<file path="src/rtl/prog_loader.sv">
// UART program loader: fills the 256x8 instruction memory from a framed image and holds the CPU
// in reset until a complete image lands. Define PROG_LOADER_CHECKSUM_EN to carry and verify CSUM.
module prog_loader #(
   parameter int         CLKS_PER_BIT = 16,
   parameter int         TIMEOUT_CLKS = 65535,
   parameter logic [7:0] SYNC_BYTE    = 8'hA5
) (
   input  logic       clk,
   input  logic       reset,
   input  logic       rx,
   output logic       imem_we,
   output logic [7:0] imem_addr,
   output logic [7:0] imem_wdata,
   output logic       cpu_hold,
   output logic       busy,
   output logic       load_done,
   output logic       load_error
);
   localparam int            CW      = $clog2(CLKS_PER_BIT);
   localparam int            TW      = $clog2(TIMEOUT_CLKS + 1);
   localparam logic [CW-1:0] HALF_M1 = CW'(CLKS_PER_BIT / 2 - 1);
   localparam logic [CW-1:0] FULL_M1 = CW'(CLKS_PER_BIT - 1);
   localparam logic [TW-1:0] TMO_M1  = TW'(TIMEOUT_CLKS - 1);

   typedef enum logic [1:0] {RX_IDLE, RX_START, RX_DATA, RX_STOP} rx_st_t;
   typedef enum logic [1:0] {L_IDLE, L_LEN, L_DATA, L_CSUM} ld_st_t;

   rx_st_t        rx_st;
   logic          rx_meta, rx_s, rx_d;
   logic [CW-1:0] bit_cnt;
   logic [2:0]    bit_idx;
   logic [7:0]    shreg;
   logic          byte_valid, frame_err;

   // rx_d lags rx_s by one clock so the start is a true falling edge, not a held-low line
   always_ff @(posedge clk or negedge reset) begin
      if (!reset) begin
         rx_meta    <= 1'b1;
         rx_s       <= 1'b1;
         rx_d       <= 1'b1;
         rx_st      <= RX_IDLE;
         bit_cnt    <= '0;
         bit_idx    <= '0;
         shreg      <= '0;
         byte_valid <= 1'b0;
         frame_err  <= 1'b0;
      end else begin
         rx_meta    <= rx;
         rx_s       <= rx_meta;
         rx_d       <= rx_s;
         byte_valid <= 1'b0;
         frame_err  <= 1'b0;
         case (rx_st)
            RX_IDLE: if (rx_d && !rx_s) begin
               rx_st   <= RX_START;
               bit_cnt <= '0;
            end
            RX_START: if (bit_cnt == HALF_M1) begin
               bit_cnt <= '0;
               bit_idx <= '0;
               rx_st   <= rx_s ? RX_IDLE : RX_DATA;
            end else bit_cnt <= bit_cnt + 1'b1;
            RX_DATA: if (bit_cnt == FULL_M1) begin
               bit_cnt <= '0;
               shreg   <= {rx_s, shreg[7:1]};
               bit_idx <= bit_idx + 1'b1;
               if (bit_idx == 3'd7) rx_st <= RX_STOP;
            end else bit_cnt <= bit_cnt + 1'b1;
            default: if (bit_cnt == FULL_M1) begin
               bit_cnt    <= '0;
               byte_valid <= rx_s;
               frame_err  <= !rx_s;
               rx_st      <= RX_IDLE;
            end else bit_cnt <= bit_cnt + 1'b1;
         endcase
      end
   end

   ld_st_t        st, st_nx;
   logic [8:0]    rem;
   logic [7:0]    ptr;
   logic [TW-1:0] tmo_cnt;
   logic          timeout;
   logic          sync_hit, len_hit, wr_hit, last_hit, ok_hit, err_hit;
`ifdef PROG_LOADER_CHECKSUM_EN
   logic [7:0]    sum;
`endif

   assign timeout = (st != L_IDLE) && !byte_valid && (tmo_cnt == TMO_M1);

   always_ff @(posedge clk or negedge reset) begin
      if (!reset) begin
         st   <= L_IDLE;
         busy <= 1'b0;
      end else begin
         st   <= st_nx;
         busy <= (st_nx != L_IDLE);
      end
   end

   always_comb begin
      st_nx = st;
      case (st)
         L_IDLE: if (sync_hit) st_nx = L_LEN;
         L_LEN:  if (len_hit) st_nx = L_DATA;
`ifdef PROG_LOADER_CHECKSUM_EN
         L_DATA: if (last_hit) st_nx = L_CSUM;
         L_CSUM: if (byte_valid) st_nx = L_IDLE;
`else
         L_DATA: if (last_hit) st_nx = L_IDLE;
`endif
         default: st_nx = L_IDLE;
      endcase
      if (st != L_IDLE && (frame_err || timeout)) st_nx = L_IDLE;
   end

   always_comb begin
      sync_hit = byte_valid && (st == L_IDLE) && (shreg == SYNC_BYTE);
      len_hit  = byte_valid && (st == L_LEN);
      wr_hit   = byte_valid && (st == L_DATA);
      last_hit = wr_hit && (rem == 9'd1);
`ifdef PROG_LOADER_CHECKSUM_EN
      ok_hit   = byte_valid && (st == L_CSUM) && (shreg == sum);
      err_hit  = byte_valid && (st == L_CSUM) && (shreg != sum);
`else
      ok_hit   = last_hit;
      err_hit  = 1'b0;
`endif
      if (st != L_IDLE && (frame_err || timeout)) err_hit = 1'b1;
   end

   // LEN of 0x00 becomes 9'h100 through the zero-detect MSB
   always_ff @(posedge clk or negedge reset) begin
      if (!reset) begin
         imem_we    <= 1'b0;
         imem_addr  <= '0;
         imem_wdata <= '0;
         cpu_hold   <= 1'b0;
         load_done  <= 1'b0;
         load_error <= 1'b0;
         rem        <= '0;
         ptr        <= '0;
         tmo_cnt    <= '0;
`ifdef PROG_LOADER_CHECKSUM_EN
         sum        <= '0;
`endif
      end else begin
         imem_we   <= wr_hit;
         load_done <= ok_hit;
         if (st == L_IDLE || byte_valid) tmo_cnt <= '0;
         else if (tmo_cnt != TMO_M1)     tmo_cnt <= tmo_cnt + 1'b1;
         if (len_hit) begin
            rem <= {shreg == 8'h00, shreg};
            ptr <= '0;
`ifdef PROG_LOADER_CHECKSUM_EN
            sum <= '0;
`endif
         end
         if (wr_hit) begin
            imem_addr  <= ptr;
            imem_wdata <= shreg;
            ptr        <= ptr + 1'b1;
            rem        <= rem - 1'b1;
`ifdef PROG_LOADER_CHECKSUM_EN
            sum        <= sum + shreg;
`endif
         end
         if (sync_hit) begin
            cpu_hold   <= 1'b1;
            load_error <= 1'b0;
         end
         if (ok_hit)  cpu_hold   <= 1'b0;
         if (err_hit) load_error <= 1'b1;
      end
   end
endmodule
</file>
<file path="config.mk">
export PLATFORM = sky130hd
export DESIGN_NAME = prog_loader
export DESIGN_NICKNAME = d
export VERILOG_FILES = /design/src/rtl/prog_loader.sv
export SDC_FILE = /design/constraint.sdc
export NUM_CORES = 1
export LEC_CHECK = 0
export CORE_MARGIN = 2
export CORE_UTILIZATION = 40
export DETAILED_ROUTE_END_ITERATION = 10
export GPL_TIMING_DRIVEN = 1
export REMOVE_ABC_BUFFERS = 1
export SYNTH_ARGS = -nofsm -noshare
export SYNTH_HDL_FRONTEND = slang
export SYNTH_SLANG_ARGS = --single-unit
</file>
<file path="constraint.sdc">
create_clock -name clk -period 2.1 [get_ports clk]
set_input_delay 0.42 -clock clk [delete_from_list [all_inputs] [get_ports clk]]
set_output_delay 0.42 -clock clk [all_outputs]
set_load 0.02 [all_outputs]
</file>
**Run 1: M1 wires**

Scale bar: 20 um. Supply wires on this layer in gray.
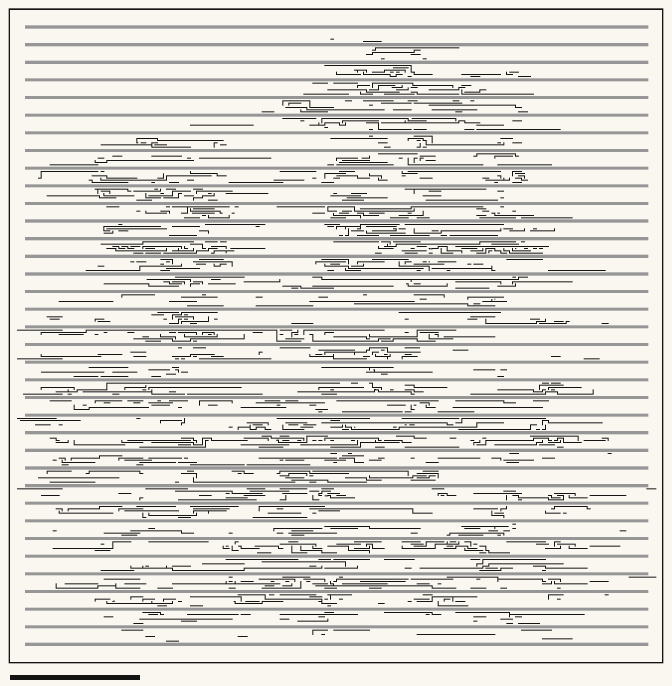
- longest straight run: 35.9 um
- share of all routed wire: 51%

**Run 1: metal 2**

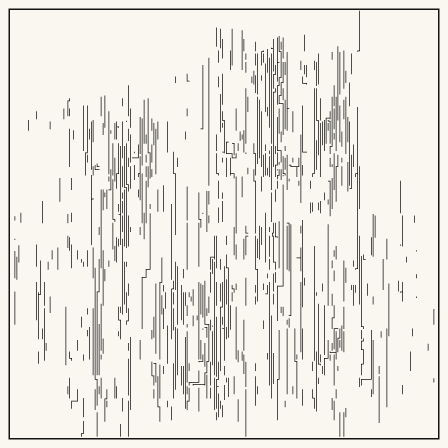
- share of all routed wire: 46%
- wire length on this layer: 3550 um
- longest straight run: 37.9 um
- main direction: vertical
- nets with wire on the layer: 335

==> results.txt, run 1 <==
Quick summary of the implementation run below.

The fraction of synthesis flops using an asynchronous set or reset pin came out at 100%. The top cell type by area accounts for 50.3% of the synthesized area. The power report attributes to the clock group a share of about a third. The switching share of power came out at ~28%. TritonCTS built the clock tree. The xor-xnor portion of the synthesized cell area is 0%.

The multi-input gate share of the layout cell area came out at about 39%. Per the detail_route log, the uppermost layer with routed signals is met4. The count of instantiated cells in the yosys netlist came out at 374. For the worst reg-to-reg path, the startpoint reported by OpenROAD is tmo_cnt[0]. tmo_cnt holds more flip-flops than any other register.

The max capacitance violation total came out at 0. The number of signal-net inverters in the final layout is 8. The clock-pin slew on the worst setup and hold paths is about 0.080 ns. The routed via count divided by cell count is about 5.6. The simple-gate share of the synthesized area is around a quarter. The min-delay analysis places its worst path in the category register to register. The relative contribution of sequential cells to total power is a little over half. The final wirelength is 7770 um. Counting both buffers and inverters, the worst setup path holds a total of 1. The number of levels the H-tree was split into came out at 3.

Timing would allow up to around 550 MHz. The yosys-reported design area after synthesis came out at ~3700 um^2. The multi-input gate count is 274. The peak per-stage delay on the critical path came out at 0.52 ns. In this run the tools logged warnings totalling 27. The pin closest to its max-slew limit shows a slew of approximately 0.54 ns.

The clock buffers instantiated in the layout total 10. For reference, the critical path is captured by tmo_cnt[9]. Of the cells placed in the final design, the portion with a size suffix greater than 1 is under 10%. The total number of clock tree sinks came out at just under 80. The area added between synthesis and finish came out at 15.3%. The clock network power came out at between 1000 and 1500 uW. The first detailed-routing pass took 4 iterations. Prior to clock tree synthesis, the placed netlist has a worst setup slack of approximately 0.31 ns. Sorting the synthesized cells by how often they occur yields 75 x sky130_fd_sc_hd__dfrtp_1, 73 x sky130_fd_sc_hd__nand2_1, 22 x sky130_fd_sc_hd__nor2_1.

In the final routing, the length of wire on met1 measures about 4000 um. The post-layout total power came out at roughly 3100 uW. The routing usage on met1 is ~24%.

The critical path's top delay family is simple AND/OR/NAND/NOR gates. The first global-routing pass estimated between 10000 and 15000 um of wire. The count of yosys warnings during synthesis came out at 0. The static leakage came out at between 0.0015 and 0.002 uW. For this run the top cell type by instance count after synthesis was sky130_fd_sc_hd__dfrtp_1.

Per the cell usage report, the commonest logic cells after layout are 75 x sky130_fd_sc_hd__dfrtp_1, 73 x sky130_fd_sc_hd__nand2_1, 22 x sky130_fd_sc_hd__nor2_1, 22 x sky130_fd_sc_hd__clkdlybuf4s50_1. In the synthesized netlist, the dominant kind of combinational cell is simple AND/OR/NAND/NOR gates. The weighted congestion at the end of routability-driven global placement came out at approximately 0.84.

The number of buffers on the longest clock path is 2. For the worst reg-to-reg path, the endpoint reported by OpenROAD is tmo_cnt[9]. In this run the most critical hold path is launched from rx_meta.

The adder-cell share of the synthesized area is 2.68%. The routed length on met2 came out at ~3500 um. The number of hold violations in the final report is 0. The register with the most flip-flops in the layout has 16 of them. The sequential area share after synthesis came out at a little over half. The met2 global-route usage came out at between 20 and 30%. By area the synthesized netlist is led by sky130_fd_sc_hd__dfrtp_1 50%, sky130_fd_sc_hd__nand2_1 7.3%, sky130_fd_sc_hd__ha_1 2.7%, sky130_fd_sc_hd__mux2_1 2.4%, sky130_fd_sc_hd__nor2_1 2.2%. The area of the mapped netlist came out at approximately 3700 um^2. The die area came out at a little over 10000 um^2. The number of top-level pins is 24. The minimum hold slack is between 0.3 and 0.4 ns. The data arrival time of the critical path came out at ~2.0 ns.

The register bit total from synthesis is ~78. The maximum fanout along the worst path came out at 10. The largest registers in the layout are tmo_cnt (16), rem (9).

In the synthesized netlist the dominant register cell turns out to be sky130_fd_sc_hd__dfrtp_1. The areal power density over the cells came out at between 700 and 800 nW/um^2. The power drawn by the combinational cells is between 300 and 400 uW. In the hold report, the worst path ends at rx_s. The power spent charging and discharging nets is about 860 uW. The mean instance size in the synthesized netlist is 9.97 um^2. The number of hold buffers added after CTS came out at 1. The depth of the worst register-to-register path came out at 6. The estimated wirelength of the detail-placed design is ~5300 um. The cell depth of the worst hold path came out at 0. The slack of the worst reg-to-reg path is 0.29 ns.

The well-tap cell count is ~110. In this run the horizontal extent of the chip is approximately 100 um. The standard-cell row count is 35.

The area fraction in mux cells is approximately 3.8%. Sequential cells make up roughly 45% of the cell area. The post-layout instance area came out at around 4300 um^2. Of the total synthesized cell area, the portion taken by AND-OR and OR-AND cells is 13.3%.

The top power group is sequential cells. The overall die height is slightly above 100 um. The iteration-0 DRC count of the detailed router is 114. Across all layers, the routed design uses 2900 vias. The initial core utilization came out at roughly 41%. The number of cells on the critical path is 6. The period utilization is between 80% and 90%. The final antenna diode count came out at 0.

After the last flow step, the layout net total stands at 413. The multi-input combinational cell area is around 1700 um^2. The total grt overflow came out at 0. The final worst-path setup slack is ~0.29 ns. Counting plain and timing-repair buffers in the layout gives 31. The setup TNS is 0 ns.

Summed over all instances, the cell type with the most area after synthesis is sky130_fd_sc_hd__dfrtp_1. The max-slew headroom at the worst pin came out at 64.1%. The initial antenna violation count came out at 0. The non-clock buffer contribution to total cell area is 7.04%. The number of sequential storage elements came out at roughly 78. The fraction of met3 tracks used by global routing is 2.50%. The power report lists the sequential group at approximately 1700 uW. The total setup buffers inserted after CTS came out at 0. The final critical-path required period is around 1.8 ns.

Per STA, the worst path is made up of inv_1, ha_1, nand4_4, nor4_4, nor4_1, mux2i_1. The launching instance or port of the critical path is tmo_cnt[0]. STA puts the critical path data required time at between 2 and 2.5 ns. The final cell count without fillers is slightly above 500. The kind of critical path is register to register. The cell-internal power is approximately 2200 uW. The instance tally after logic synthesis came out at around 370. The standard cell core area came out at 9150 um^2. The final tally of setup violations came out at 0.

For the final database, setup skew stands at between 0.015 and 0.02 ns. The run finished with clean final reports. The fraction of area in clock buffers and inverters is under 10%.

STA classifies the critical path startpoint as a register. The final-report max-slew violation count came out at 0. The routed length on met3 came out at approximately 190 um. Setup repair after global routing left no endpoint under its margin.

The aggregate global-route resource usage is ~17%. The fill cell total of the finished layout came out at ~870.
**Run 1: met3 routing**

Scale bar: 20 um. Cells faint in the background.
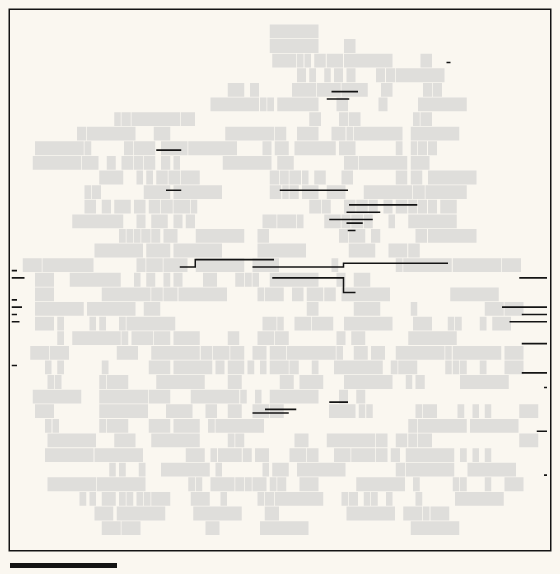
- nets with wire on the layer: 26
- share of all routed wire: 2.4%
- longest straight run: 19.3 um
- wire length on this layer: 189 um

--- run 2 (diff from run 1) ---
CORE_ASPECT_RATIO = 0.7   (was default)
**Run 2: metal 2**

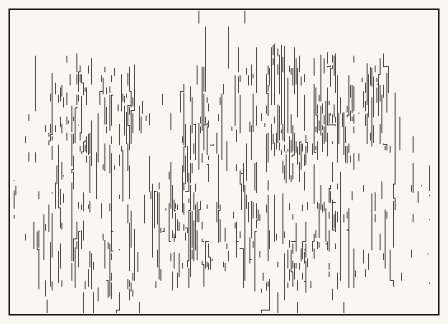
- main direction: vertical
- longest straight run: 30.3 um
- wire length on this layer: 3220 um

**Run 2: the clock network**

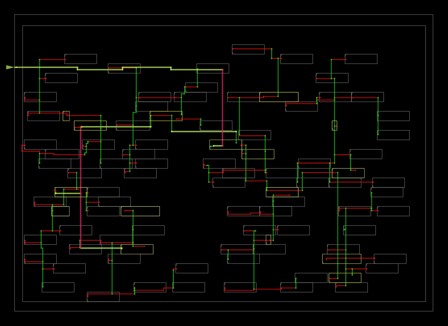
clock buffer count in the final layout: 12
setup clock skew after layout: 0.00805 ns

==> run 2 against run 1 <==
Compared with the run above: routed wire length decreased by 0.57%; first-iteration DRC count increased by 110%; cell area rose by 3.6%; die size grew 0.12%.
==> results.txt, run 2 <==
Quick summary of the implementation run below.

The run finished with clean final reports. The number of buffers on the longest clock path came out at 2. For this sky-water flow run, the detailed-routed wirelength per cell is reported as 14.6 um. The Yosys step of the flow raised 0 warnings. The overall die height is roughly 85 um. The and-or/or-and share of the synthesized area is 13.3%. The simple-gate share of the synthesized area is 25.4%.

The initial antenna violation count came to 0. For this run, the detailed router's first-pass iteration total came to 4. The clock network power came out at around 1800 uW.

The period utilization came out at between 80% and 90%. The post-layout instance area came out at 4450 um^2. The power drawn by the combinational cells came out at between 200 and 300 uW. The multi-input gate count is 274. The slew at the pin closest to its max-slew limit came out at 0.533 ns.

After synthesis, the chip area reported by Yosys is 3730 um^2. The mean instance size in the synthesized netlist came out at about 10 um^2. The final worst-path setup slack came out at 0.263 ns.

Per the post-route antenna check, the number of violating nets is 0. The area added between synthesis and finish is 19.5%. The routed via count divided by cell count is approximately 5.4. The register bit total from synthesis is a little under 80.

The total setup buffers inserted after CTS came out at 0. The setup TNS is 0 ns. The cell depth of the worst hold path came out at 0.

The most common logic cells in the final layout are 75 x sky130_fd_sc_hd__dfrtp_1, 73 x sky130_fd_sc_hd__nand2_1, 22 x sky130_fd_sc_hd__nor2_1, 22 x sky130_fd_sc_hd__clkdlybuf4s50_1. The count of buffering cells on the critical path with inverters included came out at 1. The cell-internal power came out at a little under 3000 uW. The routed length on met3 came out at approximately 270 um. The fraction of final layout cells with drive strength greater than 1 came out at around 8.4%. The post-layout total power came out at between 3000 and 4000 uW. The largest cell class by area is registers. The registers reported with the highest flop counts are tmo_cnt (16), rem (9). Entering global routing, the biggest net connects 37 pins. The depth of the worst register-to-register path came out at 6. The number of top-level pins is 24.

The instance area after placement came out at about 4100 um^2. The final design utilization is about half. The power spent charging and discharging nets came out at ~830 uW.

The non-clock buffer contribution to total cell area came out at 6.46%. The tree is rooted in a sky130_fd_sc_hd__clkbuf_16. The most heavily used metal layer in global routing is met1. The horizontal die dimension came out at 119 um. The via count of the first global-routing pass is 2687.

The peak per-stage delay on the critical path came out at ~0.52 ns. The met1 wire length came out at around 4200 um. The largest vdd supply drop came out at 0.514 mV. The synthesized netlist occupies a cell area of about 3700 um^2.

On the reported timing paths, the clock transition at the registers reads about 0.060 ns. The area fraction in mux cells came out at roughly 3.8%. The most common cell after layout, fill and taps aside is sky130_fd_sc_hd__dfrtp_1. Per the timing report, the most critical flop-to-flop path finishes at tmo_cnt[9]. Per the timing report, the most critical flop-to-flop path originates at tmo_cnt[0].

The number of cells on the critical path is 6. The first global-routing pass estimated 13600 um of wire. The worst min-delay path startpoint is rx_meta. The multi-input combinational cell area came out at 1680 um^2. The final tally of setup violations is 0. Among cell families on the critical path, the largest total delay comes from simple AND/OR/NAND/NOR gates. The register with the most flip-flops in the layout has 16 of them.

The minimum hold slack came out at approximately 0.36 ns. For this run, the total global-route usage over all layers was measured as roughly 17%. The standard cell core area came out at a little over 9000 um^2. The xor-xnor portion of the synthesized cell area came out at 0%. Dividing total power by cell area gives a power density of between 800 and 900 nW/um^2. For the sequential group, total power comes out at about 1700 uW.

The relative contribution of sequential cells to total power is 44.9%. The share of Yosys cell area claimed by the top area cell type came out at roughly half. The total via count in the routed design is roughly 2800.

The final critical-path required period is approximately 1.8 ns. The iteration-0 DRC count of the detailed router came out at around 230. The layout report gives the register share of total cell area as approximately 44%.

The slack of the worst reg-to-reg path came out at ~0.26 ns. Of all cell types, the one taking the most synthesized area is sky130_fd_sc_hd__dfrtp_1. The finished design was reported to have a net count of just over 400. The final-report max-slew violation count is 0.

STA shows the worst min-delay path finishing at rx_s. The critical path ends at tmo_cnt[9]. The part of the total power dissipated in the clock network came out at between 40% and 50%. The synthesis stats list as the most numerous cell sky130_fd_sc_hd__dfrtp_1. The data arrival time of the critical path came out at ~2 ns. STA reports the tightest min-delay check as being of type register to register. The power report shows net switching accounting for between 20% and 30% of the total. Counting flops with a built-in enable in the synthesized netlist gives 0. The estimated wirelength of the detail-placed design came out at between 5000 and 6000 um. The largest register by flop count is tmo_cnt. The number of levels the H-tree was split into came out at 3. Sequential elements use between 50% and 60% of the synthesized area.

The fraction of area in clock buffers and inverters came out at around 7.7%. The count of instantiated cells in the yosys netlist came out at roughly 370. The global routing report lists met2 layer usage as around a quarter. The total grt overflow came out at 0. According to the cell report, flip-flops and latches in the layout number approximately 78. Of all flip-flops after synthesis, the portion carrying an async set or reset was 100%. Counting endpoints that fail hold in the final report gives 0. The die area came out at 10100 um^2.

The number of I/O port buffers came out at 23. The total number of clock tree sinks is 78. Among all stages on the critical path, the largest delay is contributed by sky130_fd_sc_hd__nor4_4. The launching instance or port of the critical path is tmo_cnt[0]. The multi-input gate share of the layout cell area came out at between 30% and 40%. The worst setup slack after placement is 0.288 ns. The number of hold buffers added after CTS is 1. The repair_antennas step left the layout with diodes totalling 0. The combinational share of power came out at ~7.6%. For reference, the top cells by area after synthesis are sky130_fd_sc_hd__dfrtp_1 50%, sky130_fd_sc_hd__nand2_1 7.3%, sky130_fd_sc_hd__ha_1 2.7%, sky130_fd_sc_hd__mux2_1 2.4%, sky130_fd_sc_hd__nor2_1 2.2%. The number of signal-net inverters in the final layout is 8. Row generation in the floorplan step produced 29 rows. Yosys reports that the most numerous cell types are 75 x sky130_fd_sc_hd__dfrtp_1, 73 x sky130_fd_sc_hd__nand2_1, 22 x sky130_fd_sc_hd__nor2_1. The layout buffer count excluding clock buffers came out at 29. For reference, the critical path cell chain is inv_1, ha_1, nand4_4, nor4_4, nor4_1, mux2i_1. The maximum fanout along the worst path is 10. The weighted congestion at the end of routability-driven global placement came out at 0.809. The final report lists a non-filler cell total of approximately 530. The highest achievable clock rate is about 540 MHz.

The required arrival time at the worst endpoint came out at between 2 and 2.5 ns. The CTS tree is built. After detailed routing, the total wire length is roughly 7700 um. Wire segments on met2 add up to 3220 um in the final route.

For met1 alone, demand over resource in global routing was about a quarter. The dominant non-sequential cell family after synthesis is simple AND/OR/NAND/NOR gates. The static leakage came out at slightly below 0.002 uW. The footprint of the flip-flops and latches came out at between 1500 and 2000 um^2.

Setup repair after global routing left no endpoint under its margin. The top power group is clock. STA classifies the critical path startpoint as a register.

Per the layout report, the design carries between 800 and 900 filler cells. The commonest register cell is sky130_fd_sc_hd__dfrtp_1. On met3, the global router reports a usage of around 4.6%. The uppermost layer routed is met4. The setup path with the least slack is of type register to register.

The instance tally after logic synthesis came out at between 300 and 400. The adder-cell share of the synthesized area came out at under 10%. The well-tap cell count came out at ~120. The number of warnings the tools reported is 27. The initial core utilization came out at between 40% and 50%. Across all checked pins, the minimum headroom to the slew limit is 64.2%. Max-cap violations in this run came to 0.
**Run 2: M1 wires**

Scale bar: 20 um. Supply wires on this layer in gray.
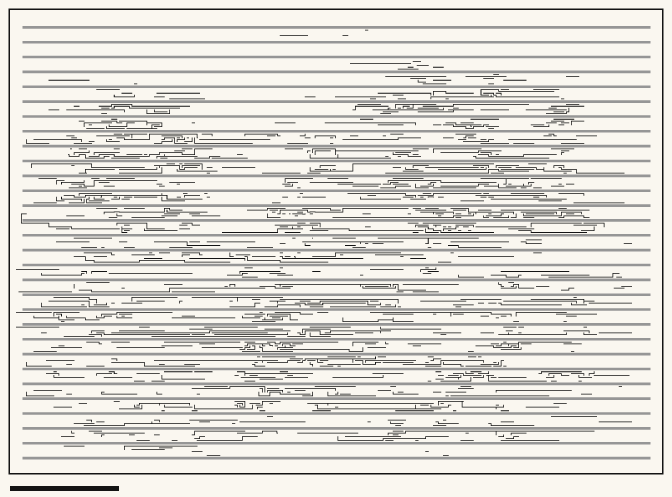
- main direction: horizontal
- nets with wire on the layer: 380
- share of all routed wire: 54%
- wire length on this layer: 4170 um

--- run 3 (diff from run 2) ---
CORE_UTILIZATION = 45   (was 40)
**Run 3: the clock network**

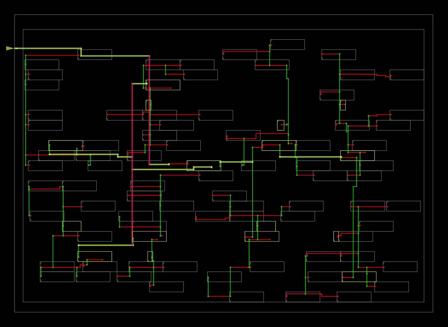
clock latency on the worst-skew pair: 0.33 ns
setup clock skew after layout: 0.00534 ns

**Run 3: gate-type map**

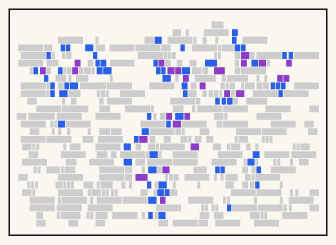
- aoi and oai cells: blue (cells 65; where spread over the die)
- and/or cells: purple (cells 25)

==> run 3 against run 2 <==
Compared with the run above: die size down 11%; combinational power up 2%; largest cell class unchanged; sequential share of layout area up 0.91 points; total power down 9.5%; synthesized cell count unchanged; critical path depth unchanged; maximum frequency up 0.33%; highest routed layer unchanged.
==> results.txt, run 3 <==
Quick summary of the implementation run below.

The flow ran to the end, and the final reports show no timing, DRC or antenna violations. The met1 wire length came out at about 4100 um. Hold analysis lists the worst path endpoint as rx_s. The final tally of setup violations is 0.

The sequential area share after synthesis is 52.4%. The final weighted congestion recorded by global placement is approximately 0.86. The multi-input combinational cell area came out at ~1700 um^2. The estimated wirelength of the detail-placed design came out at around 5500 um.

The number of levels the H-tree was split into is 3. The placed instances occupy a cell area of slightly above 4000 um^2. The period utilization is between 80% and 90%.

Setup repair after global routing left no endpoint under its margin. The setup TNS came out at 0 ns. The synthesized design contains approximately 80 register bits. The static leakage came out at 0.00195 uW. The critical path endpoint has a required time of about 2.3 ns.

Leaving out fill and tap cells, the most frequent cell in the layout is sky130_fd_sc_hd__dfrtp_1. After floorplanning, the core was divided into 27 placement rows. The slew at the pin closest to its max-slew limit is 0.513 ns. After synthesis, the cell types taking the most area are sky130_fd_sc_hd__dfrtp_1 50%, sky130_fd_sc_hd__nand2_1 7.3%, sky130_fd_sc_hd__ha_1 2.7%, sky130_fd_sc_hd__mux2_1 2.4%, sky130_fd_sc_hd__nor2_1 2.2%.

The script reports the combined buffer and inverter count of the critical path as 1. The power report lists the sequential group at approximately 1700 uW. Leaving out fill and tap cells, the most frequent cells in the layout are 75 x sky130_fd_sc_hd__dfrtp_1, 73 x sky130_fd_sc_hd__nand2_1, 22 x sky130_fd_sc_hd__nor2_1, 22 x sky130_fd_sc_hd__clkdlybuf4s50_1. The peak per-stage delay on the critical path came out at roughly 0.51 ns. Endpoints failing hold in the final report were tallied at 0. The combinational share of power is under 10%. The most critical setup path has its endpoint at tmo_cnt[9].

The wire length per cell came out at between 15 and 20 um. The capturing point of the worst reg2reg path is tmo_cnt[9]. The signal on the critical path passes through inv_1, ha_1, nand4_4, nor4_4, nor4_1, mux2i_1.

The iteration-0 DRC count of the detailed router came out at ~220. The layout buffer count excluding clock buffers came out at 30. The adder-cell share of the synthesized area came out at under 10%. The count of instantiated cells in the yosys netlist came out at approximately 370.

The routed length on met3 came out at around 380 um. The cell depth of the worst hold path is 0. The number of hold buffers added after CTS is 1. In this run switching power makes up around a quarter of total power.

In this run the most critical hold path is launched from rx_meta. The reg-to-reg critical path startpoint is tmo_cnt[0]. Across the run, the number of max-cap violations was 0. The fraction of final layout cells with drive strength greater than 1 is about 8%. The most heavily used metal layer in global routing is met1. The layout has 8 inverters outside the clock class. Of all cell types, the one taking the most synthesized area is sky130_fd_sc_hd__dfrtp_1. The number of warnings the tools reported came out at 27. The post-route antenna net violation count is 0. The total of clock buffers placed in the layout came out at 15.

The worst setup path is launched from a register. The min-delay analysis places its worst path in the category register to register. In this run the layout overhead on the synthesized area is reported as 17.0%. The number of enable-type register cells in the synthesized netlist came out at 0. The non-clock buffer contribution to total cell area is 6.77%. The number of setup buffers added after CTS is 0. Yosys shows that the main logic family after synthesis is simple AND/OR/NAND/NOR gates. The overall die height came out at about 80 um. The power spent charging and discharging nets came out at around 800 uW. Once routing completed, OpenROAD measured the worst setup slack at between 0.2 and 0.3 ns. The via count of the first global-routing pass came out at about 2800. According to the floorplan report, the placeable core area is around 8000 um^2.
**Run 3: metal 2**

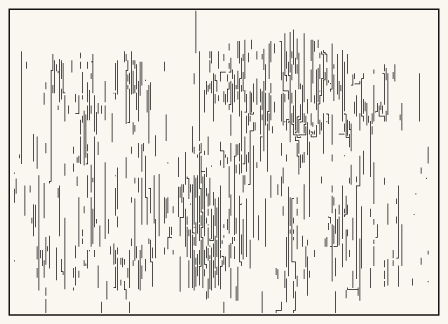
- main direction: vertical
- wire length on this layer: 3280 um
- longest straight run: 30.3 um
- share of all routed wire: 42%

Power and IR drop assume default switching activity.
